[src/rtl/prog_loader.sv]
// prog_loader: packs a framed byte stream into 32-bit words, writes them to program memory, verifies a checksum, and gates CPU reset
// Ports:
//   CLK, RST          rising-edge clock, synchronous active-high reset
//   START             begin a new load (honoured in IDLE, DONE, ERROR)
//   IN_DATA/IN_VALID  stream byte and its valid; IN_READY is the registered accept
//   PROG_WE/ADDR/WDATA program memory write port, one strobe per word
//   CPU_HOLD          holds the CPU in reset until a clean load completes
//   DONE, ERR         load completed with matching checksum / load failed
module prog_loader #(
    parameter int ADDR_W     = 5,
    parameter int DEPTH      = 32,
    parameter int WORD_BYTES = 4
) (
    input  logic              CLK,
    input  logic              RST,
    input  logic              START,
    input  logic [7:0]        IN_DATA,
    input  logic              IN_VALID,
    output logic              IN_READY,
    output logic              PROG_WE,
    output logic [ADDR_W-1:0] PROG_ADDR,
    output logic [31:0]       PROG_WDATA,
    output logic              CPU_HOLD,
    output logic              DONE,
    output logic              ERR
);
    // one extra bit so a full-depth count and the final index never wrap
    localparam int CW = ADDR_W + 1;
    localparam int BW = WORD_BYTES > 1 ? $clog2(WORD_BYTES) : 1;

    typedef enum logic [2:0] {
        ST_IDLE, ST_COUNT, ST_BYTE, ST_WRITE, ST_CHECK, ST_DONE, ST_ERROR
    } state_t;

    state_t            state_q, state_d;
    logic [CW-1:0]     cnt_q, cnt_d, widx_q, widx_d;
    logic [BW-1:0]     bidx_q, bidx_d;
    logic [7:0]        sum_q, sum_d;
    logic [31:0]       word_q, word_d, wdata_q, wdata_d;
    logic [ADDR_W-1:0] addr_q, addr_d;
    logic              ready_q, ready_d, we_q, we_d;
    logic              hold_q, hold_d, done_q, done_d, err_q, err_d;
    logic              xfer;

    assign xfer       = IN_VALID && ready_q;
    assign IN_READY   = ready_q;
    assign PROG_WE    = we_q;
    assign PROG_ADDR  = addr_q;
    assign PROG_WDATA = wdata_q;
    assign CPU_HOLD   = hold_q;
    assign DONE       = done_q;
    assign ERR        = err_q;

    always_comb begin
        state_d = state_q;
        cnt_d   = cnt_q;
        widx_d  = widx_q;
        bidx_d  = bidx_q;
        sum_d   = sum_q;
        word_d  = word_q;
        addr_d  = addr_q;
        wdata_d = wdata_q;
        we_d    = 1'b0;
        case (state_q)
            ST_IDLE, ST_DONE, ST_ERROR: if (START) begin
                state_d = ST_COUNT;
                sum_d   = '0;
                bidx_d  = '0;
                widx_d  = '0;
            end
            ST_COUNT: if (xfer) begin
                state_d = (IN_DATA == 8'd0 || {24'd0, IN_DATA} > 32'(DEPTH)) ? ST_ERROR : ST_BYTE;
                cnt_d   = CW'(IN_DATA);
            end
            ST_BYTE: if (xfer) begin
                word_d = {word_q[23:0], IN_DATA};
                sum_d  = sum_q + IN_DATA;
                bidx_d = bidx_q + BW'(1);
                if (bidx_q == BW'(WORD_BYTES - 1)) begin
                    state_d = ST_WRITE;
                    bidx_d  = '0;
                    we_d    = 1'b1;
                    addr_d  = widx_q[ADDR_W-1:0];
                    wdata_d = {word_q[23:0], IN_DATA};
                end
            end
            ST_WRITE: begin
                widx_d  = widx_q + CW'(1);
                state_d = (widx_q + CW'(1) == cnt_q) ? ST_CHECK : ST_BYTE;
            end
            ST_CHECK: if (xfer) state_d = (IN_DATA == sum_q) ? ST_DONE : ST_ERROR;
            default: state_d = ST_IDLE;
        endcase
        // status outputs are registered copies of the next-state decode
        ready_d = state_d == ST_COUNT || state_d == ST_BYTE || state_d == ST_CHECK;
        hold_d  = state_d != ST_DONE;
        done_d  = state_d == ST_DONE;
        err_d   = state_d == ST_ERROR;
    end

    always_ff @(posedge CLK) begin
        if (RST) begin
            state_q <= ST_IDLE;
            cnt_q   <= '0;
            widx_q  <= '0;
            bidx_q  <= '0;
            sum_q   <= '0;
            word_q  <= '0;
            addr_q  <= '0;
            wdata_q <= '0;
            ready_q <= 1'b0;
            we_q    <= 1'b0;
            hold_q  <= 1'b1;
            done_q  <= 1'b0;
            err_q   <= 1'b0;
        end else begin
            state_q <= state_d;
            cnt_q   <= cnt_d;
            widx_q  <= widx_d;
            bidx_q  <= bidx_d;
            sum_q   <= sum_d;
            word_q  <= word_d;
            addr_q  <= addr_d;
            wdata_q <= wdata_d;
            ready_q <= ready_d;
            we_q    <= we_d;
            hold_q  <= hold_d;
            done_q  <= done_d;
            err_q   <= err_d;
        end
    end
endmodule

[config.mk]
export PLATFORM = sky130hd
export DESIGN_NAME = prog_loader
export DESIGN_NICKNAME = d
export VERILOG_FILES = /design/src/rtl/prog_loader.sv
export SDC_FILE = /design/constraint.sdc
export NUM_CORES = 1
export LEC_CHECK = 0
export CAP_MARGIN = 10
export CORE_MARGIN = 2
export CORE_UTILIZATION = 53
export CTS_BUF_LIST = sky130_fd_sc_hd__clkbuf_4 sky130_fd_sc_hd__clkbuf_8
export CTS_CLUSTER_DIAMETER = 200
export DETAILED_ROUTE_END_ITERATION = 10
export GPL_TIMING_DRIVEN = 0
export PLACE_DENSITY = 0.84
export SYNTH_ARGS = -nofsm -noshare
export SYNTH_HDL_FRONTEND = slang
export SYNTH_SLANG_ARGS = --single-unit
[constraint.sdc]
create_clock -name CLK -period 2.8 [get_ports CLK]
set_input_delay 0.42 -clock CLK [delete_from_list [all_inputs] [get_ports CLK]]
set_output_delay 0.42 -clock CLK [all_outputs]
set_load 0.02 [all_outputs]
==> ci_impl_report.md, run 1 <==
## PnR job results

| Metric | Value |
|---|---|
| Count of library flops with an enable pin | 0 |
| # IOs | approximately 54 |
| Reg2reg end | IN_READY$_SDFF_PP0_ |
| Clock skew | ~11 ps |
| DRT antenna net count | 0 |
| Clk tree area frac | between 4 and 5% |
| Dpl ws | -242 ps |
| Register share of the cell area | about 39% |
| Logic share of the area | between 30% and 40% |
| GRT overflow | 0 |
| AND-OR/OR-AND share of the synthesized area | ~19% |
| FILL cells | 580 |
| Top cells by count, synth | nand2_1 (132), dfxtp_1 (91), a21oi_1 (74), nor2_1 (29), clkbuf_1 (20) |
| Die Y | between 80 and 90 µm |
| Largest net degree at the start of global routing | 17 |
| CTS max path bufs | 2 |
| Distinct lib cells | roughly 50 |
| Core Rows | 31 |
| Inverters | 7 |
| Yosys cell count | 475 |
| P_seq | 1.32 mW |
| Yosys Chip Area | slightly below 4000 µm² |
| Post-DR wirelength/cell | between 10 and 15 µm |
| Worst setup path category | primary input to flop |
| Number of global-route vias before repair | approximately 3200 |
| Skew-Pair Late Insertion Delay | ~370 ps |
| Root Buffer | clkbuf_8 |
| Hold/Removal Path Class | primary input to flop |
| Max-slew headroom | between 20% and 30% |
| PD cells | 529 nW/µm² |
| Buffers on Ports | 51 |
| Top cell area share | between 40% and 50% |
| Die W | around 89 µm |
| Final Cycle Share | a little over 90% |
| Area growth syn-to-layout | 21.8% |
| CP Max Fanout | 5 |
| Top Consumer | sequential cells |
| Max-Cap Viols | 0 |
| CP startpoint kind | primary input |
| Wirelength, routed | ~9000 µm |
| Run status | finished, final reports clean |
| Setup TNS | 0 ps |
| Switch Pwr | approximately 660 µW |
| Fin. Hold Viols | 0 |
| Clock Sinks | about 91 |
| Adder Area Share | under 10% |
| Synth area leader | dfxtp_1 |
| Total combinational power | roughly 260 µW |
| Dpl cell area | about 4500 µm² |
| Signal buffers | roughly 80 |
| Most common cell in the netlist | nand2_1 |
| Synth top area cells | dfxtp_1 (47%), nand2_1 (13%), a21oi_1 (9.6%), ha_1 (2.9%), nor2_1 (2.8%) |
| VDD IR-drop max | 0.000415 V |
| Initial antenna violation count | 0 |
| Final #Nets | 559 |
| MUX area fraction | around 1.6% |
| CP endpoint | IN_READY$_SDFF_PP0_ |
| Simple-Gate Area Share | 21.8% |
| Post-cts sizing count | 0 |
| TritonCTS clock tree | built |
| WL met2 | roughly 4300 µm |
| Max Fclk | 385 MHz |
| Starting Density | ~54% |
| Final tally of setup violations | 0 |
| Sequential power share | a little over half |
| Worst setup margin | 199 ps |
| Final min period | between 2000 and 3000 ps |
| First-pass GRT wire length | around 15000 µm |
| DRT iter0 DRCs | between 300 and 400 |
Run 1, routing congestion map:
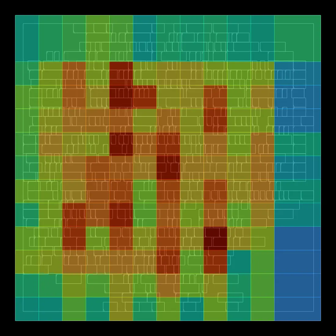
GR peak layer: met2
met1 Resource Use GR: 32.9%
GRT Total Usage: 23.8%
GRT met2 Usage: 37.2%

Run 1, signal wires on met4:
Scale: 6 px per µm. Supply wires on this layer in gray.
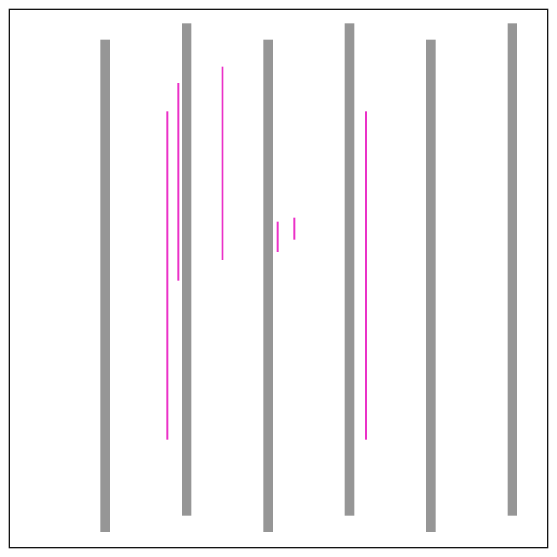
wire length on this layer	182 µm
nets with wire on the layer	5
main direction	vertical
share of all routed wire	2.0%

Run 1, wiring by layer:
Scale: 6 px per µm. Only two layers are drawn.
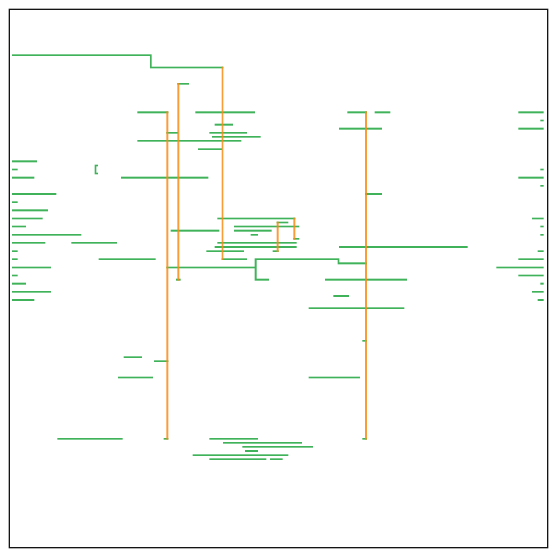
color	layer	wire length
green	M3	497 µm
orange	M4	182 µm

## Run 2: what changed since run 1
- CTS_CLUSTER_SIZE: default -> 30
- HOLD_SLACK_MARGIN: default -> 0.05
Run 2, met1 routing:
Scale: 6 px per µm. Supply wires on this layer in gray. Cells faint in the background.
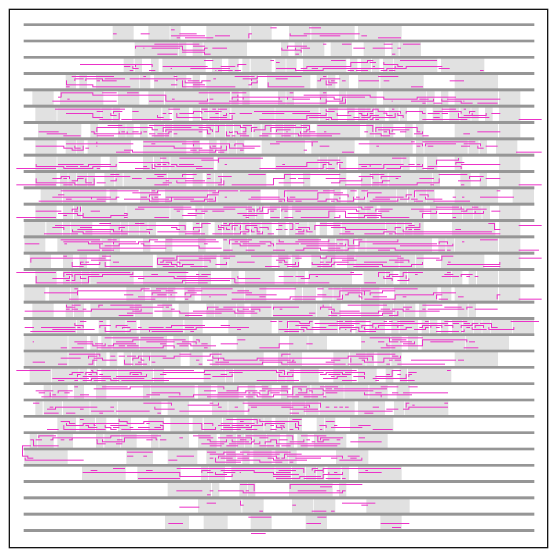
wire length on this layer	4310 µm
share of all routed wire	47%
main direction	horizontal

==> ci_impl_report.md, run 2 <==
## PnR job results

| Metric | Value |
|---|---|
| Run status | finished, final reports clean |
| CP startpoint kind | primary input |
| Top cell area share | a little under half |
| Worst setup path category | primary input to flop |
| Post-cts sizing count | 0 |
| Max Fclk | 385 MHz |
| Synth top area cells | dfxtp_1 (47%), nand2_1 (13%), a21oi_1 (9.6%), ha_1 (2.9%), nor2_1 (2.8%) |
| FILL cells | approximately 580 |
| Max-slew headroom | 27.2% |
| Die Y | 89.5 µm |
| Fin. Hold Viols | 0 |
| Top cells by count, synth | nand2_1 (132), dfxtp_1 (91), a21oi_1 (74), nor2_1 (29), clkbuf_1 (20) |
| Clock Sinks | 91 |
| Die W | just under 90 µm |
| DRT antenna net count | 0 |
| Skew-Pair Late Insertion Delay | between 300 and 400 ps |
| Hold/Removal Path Class | primary input to flop |
| P_seq | ~1.3 mW |
| Htree depth | 3 |
| Worst Path Arrival | between 2000 and 3000 ps |
| Switch Pwr | roughly 660 µW |
| Area growth syn-to-layout | 21.8% |
| Logic share of the area | between 30% and 40% |
| Min-delay src | IN_DATA[7] |
| Top Layout Cells | nand2_1 (132), dfxtp_1 (91), a21oi_1 (74), clkdlybuf4s50_1 (51), nor2_1 (29) |
| Final tally of setup violations | 0 |
| TritonCTS clock tree | built |
| Core Rows | 31 |
| Register share of the cell area | between 30% and 40% |
| Initial antenna violation count | 0 |
| Reg2reg setup slack | approximately 300 ps |
| Most common cell in the netlist | nand2_1 |
| Number of global-route vias before repair | ~3200 |
| Post-DR wirelength/cell | around 14 µm |
| Top Consumer | sequential cells |
| Power Total | approximately 2.5 mW |
| AND-OR/OR-AND share of the synthesized area | between 10% and 20% |
| # IOs | roughly 54 |
| Count of library flops with an enable pin | 0 |
| Reg2reg end | IN_READY$_SDFF_PP0_ |
| CP Max Fanout | 5 |
| Sequential power share | 53.0% |
| GR peak layer | met2 |
| Worst setup margin | 199 ps |
| GRT overflow | 0 |
| MUX area fraction | under 10% |
| Synth area leader | dfxtp_1 |
| Starting Density | between 50% and 60% |
| Signal buffers | ~80 |
| Buffers on Ports | 51 |
| Inverters | 7 |
| GRT met2 Usage | ~37% |
| WL met2 | 4270 µm |
| Largest net degree at the start of global routing | 17 |
| GRT Total Usage | between 20% and 30% |
| N_diodes | 0 |
| Clk tree area frac | 4.30% |
| CP endpoint | IN_READY$_SDFF_PP0_ |
| Simple-Gate Area Share | between 20% and 30% |
| VDD IR-drop max | between 0.0004 and 0.0005 V |
| Root Buffer | clkbuf_8 |
| Met1 Resource Use GR | between 30% and 40% |
| Yosys Chip Area | around 3900 µm² |
| Final Cycle Share | 92.9% |
| Clock skew | about 11 ps |
| Adder Area Share | approximately 3.4% |
| Max-Cap Viols | 0 |
| DRT iter0 DRCs | around 340 |
| Final #Nets | about 560 |
| CTS max path bufs | 2 |
| Dpl ws | -242 ps |
| Final min period | 2600 ps |
| Dpl cell area | 4510 µm² |
| Distinct lib cells | 50 |
Power and IR drop assume default switching activity.
